--- src/rtl/pipe_adder_if.sv ---
// Operand/result handshake bundle for pipe_adder.
// The Sub signal exists only when PIPE_ADDER_SUB_EN is defined.
interface pipe_adder_if #(parameter int WIDTH = 16);
  logic             in_valid;
  logic             in_ready;
  logic [WIDTH-1:0] a;
  logic [WIDTH-1:0] b;
  logic             cin;
`ifdef PIPE_ADDER_SUB_EN
  logic             sub;
`endif
  logic             out_valid;
  logic             out_ready;
  logic [WIDTH-1:0] sum;
  logic             cout;
  logic             ovf;

`ifdef PIPE_ADDER_SUB_EN
  modport slave  (input  in_valid, a, b, cin, sub, out_ready,
                  output in_ready, out_valid, sum, cout, ovf);
  modport master (output in_valid, a, b, cin, sub, out_ready,
                  input  in_ready, out_valid, sum, cout, ovf);
`else
  modport slave  (input  in_valid, a, b, cin, out_ready,
                  output in_ready, out_valid, sum, cout, ovf);
  modport master (output in_valid, a, b, cin, out_ready,
                  input  in_ready, out_valid, sum, cout, ovf);
`endif
endinterface

--- src/rtl/pipe_adder.sv ---
// Pipelined ripple-carry adder: one CHUNK-bit slice per registered stage, global-enable stall.
// Optional subtract mode enabled by defining PIPE_ADDER_SUB_EN.
module pipe_adder_stage #(
  parameter int CHUNK = 4
) (
  input  logic [CHUNK-1:0] a_i,
  input  logic [CHUNK-1:0] b_i,
  input  logic             c_i,
  output logic [CHUNK-1:0] s_o,
  output logic             c_o
);
  assign {c_o, s_o} = {1'b0, a_i} + {1'b0, b_i} + {{CHUNK{1'b0}}, c_i};
endmodule

module pipe_adder #(
  parameter int WIDTH  = 16,
  parameter int STAGES = 4
) (
  input  logic      clk,
  input  logic      rst_n,
  pipe_adder_if.slave bus
);
  localparam int CHUNK = WIDTH / STAGES;

  if (WIDTH < 2 || STAGES < 1 || (WIDTH % STAGES) != 0) begin : g_bad_cfg
    $error("pipe_adder: WIDTH must be >= 2 and divisible by STAGES");
  end

  // Register 0 holds the captured operands; register k+1 holds the result of
  // slice k, so the output register is index STAGES.
  logic [STAGES:0]             vld_pipe_q, vld_pipe_d;
  logic [STAGES:0][WIDTH-1:0]  a_q, a_d, b_q, b_d, s_q, s_d;
  logic [STAGES:0]             c_q, c_d;
  logic [STAGES-1:0][CHUNK-1:0] s_ch;
  logic [STAGES-1:0]           c_nx;
  logic [WIDTH-1:0]            b_in;
  logic                        c_in;
  logic                        stall;

`ifdef PIPE_ADDER_SUB_EN
  assign b_in = bus.sub ? ~bus.b   : bus.b;
  assign c_in = bus.sub ? ~bus.cin : bus.cin;
`else
  assign b_in = bus.b;
  assign c_in = bus.cin;
`endif

  for (genvar k = 0; k < STAGES; k++) begin : g_stg
    pipe_adder_stage #(.CHUNK(CHUNK)) u_stg (
      .a_i (a_q[k][k*CHUNK +: CHUNK]),
      .b_i (b_q[k][k*CHUNK +: CHUNK]),
      .c_i (c_q[k]),
      .s_o (s_ch[k]),
      .c_o (c_nx[k])
    );
  end

  assign stall        = vld_pipe_q[STAGES] & ~bus.out_ready;
  assign bus.in_ready = ~stall;

  always_comb begin
    vld_pipe_d = vld_pipe_q;
    a_d        = a_q;
    b_d        = b_q;
    s_d        = s_q;
    c_d        = c_q;
    if (!stall) begin
      vld_pipe_d[0] = bus.in_valid;
      a_d[0]        = bus.a;
      b_d[0]        = b_in;
      c_d[0]        = c_in;
      s_d[0]        = '0;
      for (int k = 0; k < STAGES; k++) begin
        vld_pipe_d[k+1] = vld_pipe_q[k];
        a_d[k+1]        = a_q[k];
        b_d[k+1]        = b_q[k];
        c_d[k+1]        = c_nx[k];
        s_d[k+1]        = s_q[k];
        s_d[k+1][k*CHUNK +: CHUNK] = s_ch[k];
      end
    end
  end

  always_ff @(posedge clk or negedge rst_n) begin
    if (!rst_n) begin
      vld_pipe_q <= '0;
      a_q        <= '0;
      b_q        <= '0;
      s_q        <= '0;
      c_q        <= '0;
    end else begin
      vld_pipe_q <= vld_pipe_d;
      a_q        <= a_d;
      b_q        <= b_d;
      s_q        <= s_d;
      c_q        <= c_d;
    end
  end

  assign bus.out_valid = vld_pipe_q[STAGES];
  assign bus.sum       = s_q[STAGES];
  assign bus.cout      = c_q[STAGES];
  // Operand sign bits ride to the end so overflow sees the effective B.
  assign bus.ovf = (a_q[STAGES][WIDTH-1] == b_q[STAGES][WIDTH-1]) &&
                   (s_q[STAGES][WIDTH-1] != a_q[STAGES][WIDTH-1]);

  logic unused_ok;
  assign unused_ok = ^{a_q[STAGES][WIDTH-2:0], b_q[STAGES][WIDTH-2:0]};
endmodule

--- src/flat_wrapper.sv ---
// flat-port wrapper written by rule: the top's interface ports become plain ports
module pipe_adder_flat 
#(
  parameter int WIDTH  = 16,
  parameter int STAGES = 4
)
  (clk, rst_n, bus_in_valid, bus_a, bus_b, bus_cin, bus_out_ready, bus_in_ready, bus_out_valid, bus_sum, bus_cout, bus_ovf);
  pipe_adder_if #(.WIDTH(WIDTH)) bus_i ();
  input  logic clk;
  input  logic rst_n;
  input wire logic [$bits(bus_i.in_valid)-1:0] bus_in_valid;
  input wire logic [$bits(bus_i.a)-1:0] bus_a;
  input wire logic [$bits(bus_i.b)-1:0] bus_b;
  input wire logic [$bits(bus_i.cin)-1:0] bus_cin;
  input wire logic [$bits(bus_i.out_ready)-1:0] bus_out_ready;
  output wire logic [$bits(bus_i.in_ready)-1:0] bus_in_ready;
  output wire logic [$bits(bus_i.out_valid)-1:0] bus_out_valid;
  output wire logic [$bits(bus_i.sum)-1:0] bus_sum;
  output wire logic [$bits(bus_i.cout)-1:0] bus_cout;
  output wire logic [$bits(bus_i.ovf)-1:0] bus_ovf;
  assign bus_i.in_valid = bus_in_valid;
  assign bus_i.a = bus_a;
  assign bus_i.b = bus_b;
  assign bus_i.cin = bus_cin;
  assign bus_i.out_ready = bus_out_ready;
  assign bus_in_ready = bus_i.in_ready;
  assign bus_out_valid = bus_i.out_valid;
  assign bus_sum = bus_i.sum;
  assign bus_cout = bus_i.cout;
  assign bus_ovf = bus_i.ovf;
  pipe_adder #(.WIDTH(WIDTH), .STAGES(STAGES)) u_core (.clk(clk), .rst_n(rst_n), .bus(bus_i));
endmodule
--- config.mk ---
export PLATFORM = sky130hd
export DESIGN_NAME = pipe_adder_flat
export DESIGN_NICKNAME = d
export VERILOG_FILES = /design/src/rtl/pipe_adder_if.sv /design/src/rtl/pipe_adder.sv /design/src/flat_wrapper.sv
export SDC_FILE = /design/constraint.sdc
export NUM_CORES = 1
export LEC_CHECK = 0
export ABC_CLOCK_PERIOD_IN_PS = 2510
export CAP_MARGIN = 20
export CORE_ASPECT_RATIO = 0.6
export CORE_MARGIN = 1.5
export CORE_UTILIZATION = 55
export DETAILED_ROUTE_END_ITERATION = 10
export PLACE_DENSITY = 0.73
export SYNTH_ARGS = -nofsm -noshare
export SYNTH_HDL_FRONTEND = slang
export SYNTH_SLANG_ARGS = --single-unit
--- constraint.sdc ---
create_clock -name clk -period 2.51 [get_ports clk]
set_clock_uncertainty 0.15 [all_clocks]
set_input_delay 0.251 -clock clk [delete_from_list [all_inputs] [get_ports clk]]
set_output_delay 0.251 -clock clk [all_outputs]
set_load 0.1 [all_outputs]
Figure 1. Met1 routing (run 1).
(4 px per um) Cells faint in the background.
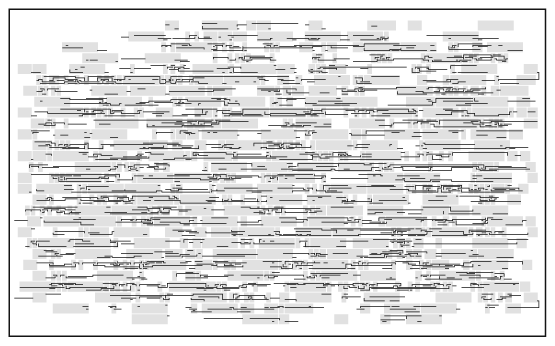
main direction: horizontal
wire length on this layer: 4,970 um
longest straight run: 29.9 um

Figure 2. M2 wires (run 1).
(4 px per um)
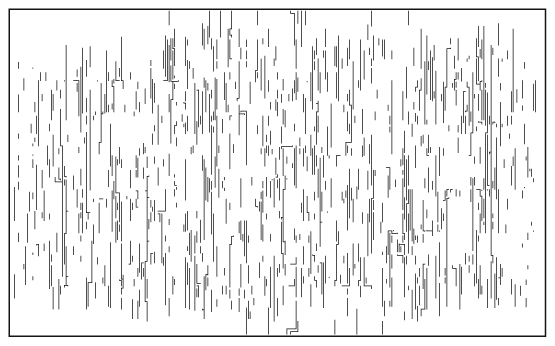
nets with wire on the layer: 526
longest straight run: 52.5 um
met2 GRT Util: 28.2%
Total Wirelength: 9.48 mm

Figure 3. Signal wires on met3 (run 1).
(3 px per um) Cells faint in the background.
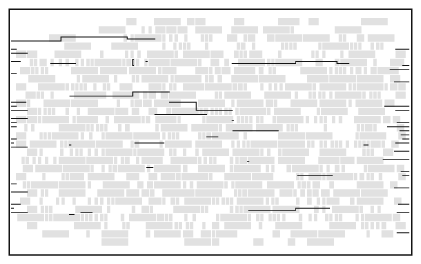
nets with wire on the layer: 46
main direction: horizontal
share of all routed wire: 4.2%
longest straight run: 22.1 um
Vias: 3,820
global routing usage on met3: 5.81%

==> ci_impl_report.md, run 1 <==
## Implementation flow summary

| Metric | Value |
|---|---|
| Commonest cells in the netlist | `337 x nand2_1, 132 x dfrtp_1, 19 x buf_4` |
| Slew @ Worst Pin | `~0.74 ns` |
| CTS tree | `yes` |
| Synth top cell by count | `nand2_1` |
| Fmax | `0.466 GHz` |
| Die Span Y | `81.4 um` |
| Number of diodes | `0` |
| Launch point of the worst reg-to-reg path | `u_core.c_q[1]$_DFFE_PN0N_` |
| Top logic family | `simple AND/OR/NAND/NOR gates` |
| Adder share | `5.51%` |
| Congestion Overflow GR | `0` |
| Hpwl dp | `between 5 and 6 mm` |
| Top pwr grp | `combinational logic` |
| Final Non-Filler Cells | `796` |
| Multiplexer fraction of the synthesized cell area | `0%` |
| I/O Pins | `57` |
| EDFF count, synth | `0` |
| Yosys stat cell total | `about 610` |
| Post-synth top area cell | `dfrtp_1` |
| Most frequent cells in the layout | `337 x nand2_1, 132 x dfrtp_1, 35 x clkdlybuf4s50_1` |
| Syn Nets | `roughly 670` |
| Die Area | `0.0109 mm2` |
| WP data required | `2.11 ns` |
| Cell count after synthesis | `612` |
| Critical path data arrival time | `1.74 ns` |
| CTS Buf Count | `17` |
| Setup crit start kind | `register` |
| Yosys cell types | `24` |
| Status | `complete, no violations` |
| Area share, top type | `58.6%` |
| Unrepaired setup endpoints after global routing | `no` |
| Routed vias/inst | `4.80` |
| Gr usage total | `19.8%` |
| Synth Seq Share | `58.6%` |
| Fillers | `783` |
| R2r worst-path depth | `5` |
| Pwr dens | `around 1500 mW/mm2` |
| Clock network fraction of total power | `24.6%` |
[run 1: cell type report]
class,instances,area (um2),area share [%]
flip-flops and latches,132,3300,49.5
repair buffers,63,617,9.25
clock inverters,9,103,1.54
multi-input cells,422,1940,29.1
inverters,13,51.3,0.769
well taps,135,169,2.53
clock buffers,22,484,7.26
[run 1: critical path: cells and delay by family, from the launching register on]
kind / cells / cell delay [ns]
flops: 1 / 0.38
simple gates: 1 / 0.15
buf+inv: 2 / 0.79
[run 1: registers in the layout (all words and copies together), names as in the netlist]
register / flops
u_core.a_q: 41
u_core.c_q: 5
u_core.b_q: 41
u_core.vld_pipe_q: 5
u_core.s_q: 24
u_core.bus.sum: 16
[run 1: metal layers]
layer	vias up	wire, um
li1	1947	-
met1	1791	4970
met2	69	3980
met3	13	395
met4	0	129
met5	-	0
Figure 4. Routing congestion map (run 1).
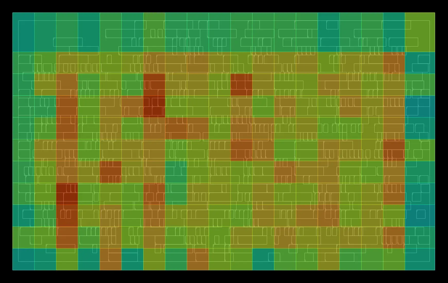

## Run 2: what changed since run 1
--- a/config.mk
+++ b/config.mk
@@ -8,10 +8,11 @@
 export ABC_CLOCK_PERIOD_IN_PS = 2510
 export CAP_MARGIN = 20
 export CORE_ASPECT_RATIO = 0.6
-export CORE_MARGIN = 1.5
 export CORE_UTILIZATION = 55
 export DETAILED_ROUTE_END_ITERATION = 10
-export PLACE_DENSITY = 0.73
+export DONT_BUFFER_PORTS = 1
+export PLACE_DENSITY = 0.66
+export SLEW_MARGIN = 30
 export SYNTH_ARGS = -nofsm -noshare
 export SYNTH_HDL_FRONTEND = slang
 export SYNTH_SLANG_ARGS = --single-unit
Figure 5. Routing congestion map (run 2).
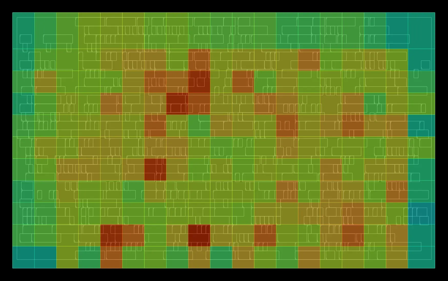
met1 usage: 28.4%
Wirelength per Cell: 12.7 um

Figure 6. Signal wires on met3 (run 2).
(3 px per um) Cells faint in the background.
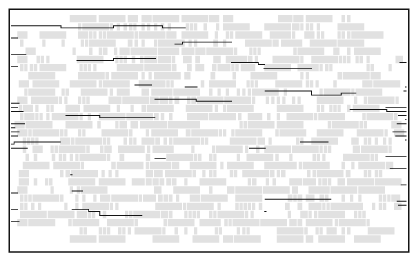
longest straight run: 21.9 um
main direction: horizontal
Vias: 3,787
Total Wirelength: 9.93 mm
global routing usage on met3: 7.95%

==> run 2 against run 1 <==
Against the previous run: critical path depth increased by 2; count of clock-buffer cells in the layout unchanged; the flow now finishes with violations (hold timing); die size decreased by 2.0%.
==> ci_impl_report.md, run 2 <==
## Implementation flow summary

| Metric | Value |
|---|---|
| I/O Pins | `57 (unchanged)` |
| CTS Buf Count | `17 (unchanged)` |
| Critical path data arrival time | `2.21 ns (+0.47 ns)` |
| Final Non-Filler Cells | `783 (-1.6%)` |
| Metal2 WL | `4.30 mm (+8.0%)` |
| WL met1 | `5.10 mm (+2.5%)` |
| Routed vias/inst | `4.84 (+0.78%)` |
| Status | `complete, but fails checks` |
| Layout cells sized above 1 | `7.41%` |
| Final hold slack | `-0.625 ns` |
| Max clock buf depth | `2` |
| CTS tree | `yes` |
| Synth top cell by count | `nand2_1` |
| Slew @ Worst Pin | `0.944 ns (+0.207 ns)` |
| Hold Violations, Final | `132` |
| Setup crit start kind | `register` |
| Fillers | `777 (-0.77%)` |
| Unrepaired setup endpoints after global routing | `no` |
| Congestion Overflow GR | `0 (unchanged)` |
| Number of diodes | `0 (unchanged)` |
| Met2 GRT Util | `31.6% (+3.3 points)` |
| Syn Nets | `669 (unchanged)` |
| Commonest cells in the netlist | `337 x nand2_1, 132 x dfrtp_1, 19 x buf_4` |
| DR WL met3 | `419 um (+6.1%)` |
| Largest registers | `u_core.a_q x41, u_core.b_q x41, u_core.s_q x24` |
| Synth Seq Share | `58.6% (unchanged)` |
| Slew headroom | `37.0%` |
| EDFF count, synth | `0 (unchanged)` |
| Most frequent cells in the layout | `337 x nand2_1, 132 x dfrtp_1, 34 x dlygate4sd3_1` |
| WP data required | `2.65 ns (+0.54 ns)` |
| Failing checks | `hold timing` |
| Clock network fraction of total power | `26.4% (+1.8 points)` |
| Top Metal Used | `met4` |
| CP endpoint | `u_core.c_q[2]$_DFFE_PN0N_` |
| Fmax | `0.483 GHz (+3.5%)` |
| R2r worst-path depth | `5 (unchanged)` |
| Die Area | `0.0107 mm2 (-2.0%)` |
| Gr usage total | `21.3% (+1.4 points)` |
| Hpwl dp | `6.10 mm (+2.7%)` |
| Die Span Y | `80.4 um (-1.2%)` |
| Top pwr grp | `sequential cells` |
Figure 7. M2 wires (run 2).
(4 px per um)
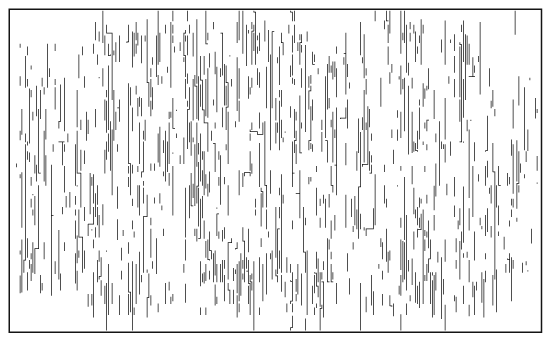
main direction: vertical
wire length on this layer: 4,300 um
nets with wire on the layer: 513
share of all routed wire: 43%
longest straight run: 32.6 um

==> run 2: logic make-up after synthesis <==
| logic type | share of synthesized area, % |
|---|---|
| xor+xnor | 0.932 |
| buf+inv | 6.93 |
| compound gates | 3.82 |
| fa+ha+maj | 5.51 |
| simple gates | 24.2 |
| flops | 58.6 |
==> run 2: critical path: cells and delay by family, from the launching register on <==
family	cells	cell delay, ns
AND-OR/OR-AND	3	0.50
adder cells (fa/ha/maj)	2	0.90
flip-flops	1	0.40
==> run 2: area by class of cell <==
type / count / area, um2 / area share [%]
inverter: 13 / 51.3 / 0.779
timing repair buffer: 49 / 490 / 7.45
tap: 135 / 169 / 2.56
clock inverter: 10 / 153 / 2.32
clock buffer: 22 / 474 / 7.20
sequential: 132 / 3300 / 50.2
multi-input combinational: 422 / 1950 / 29.5
Power and IR drop assume default switching activity.
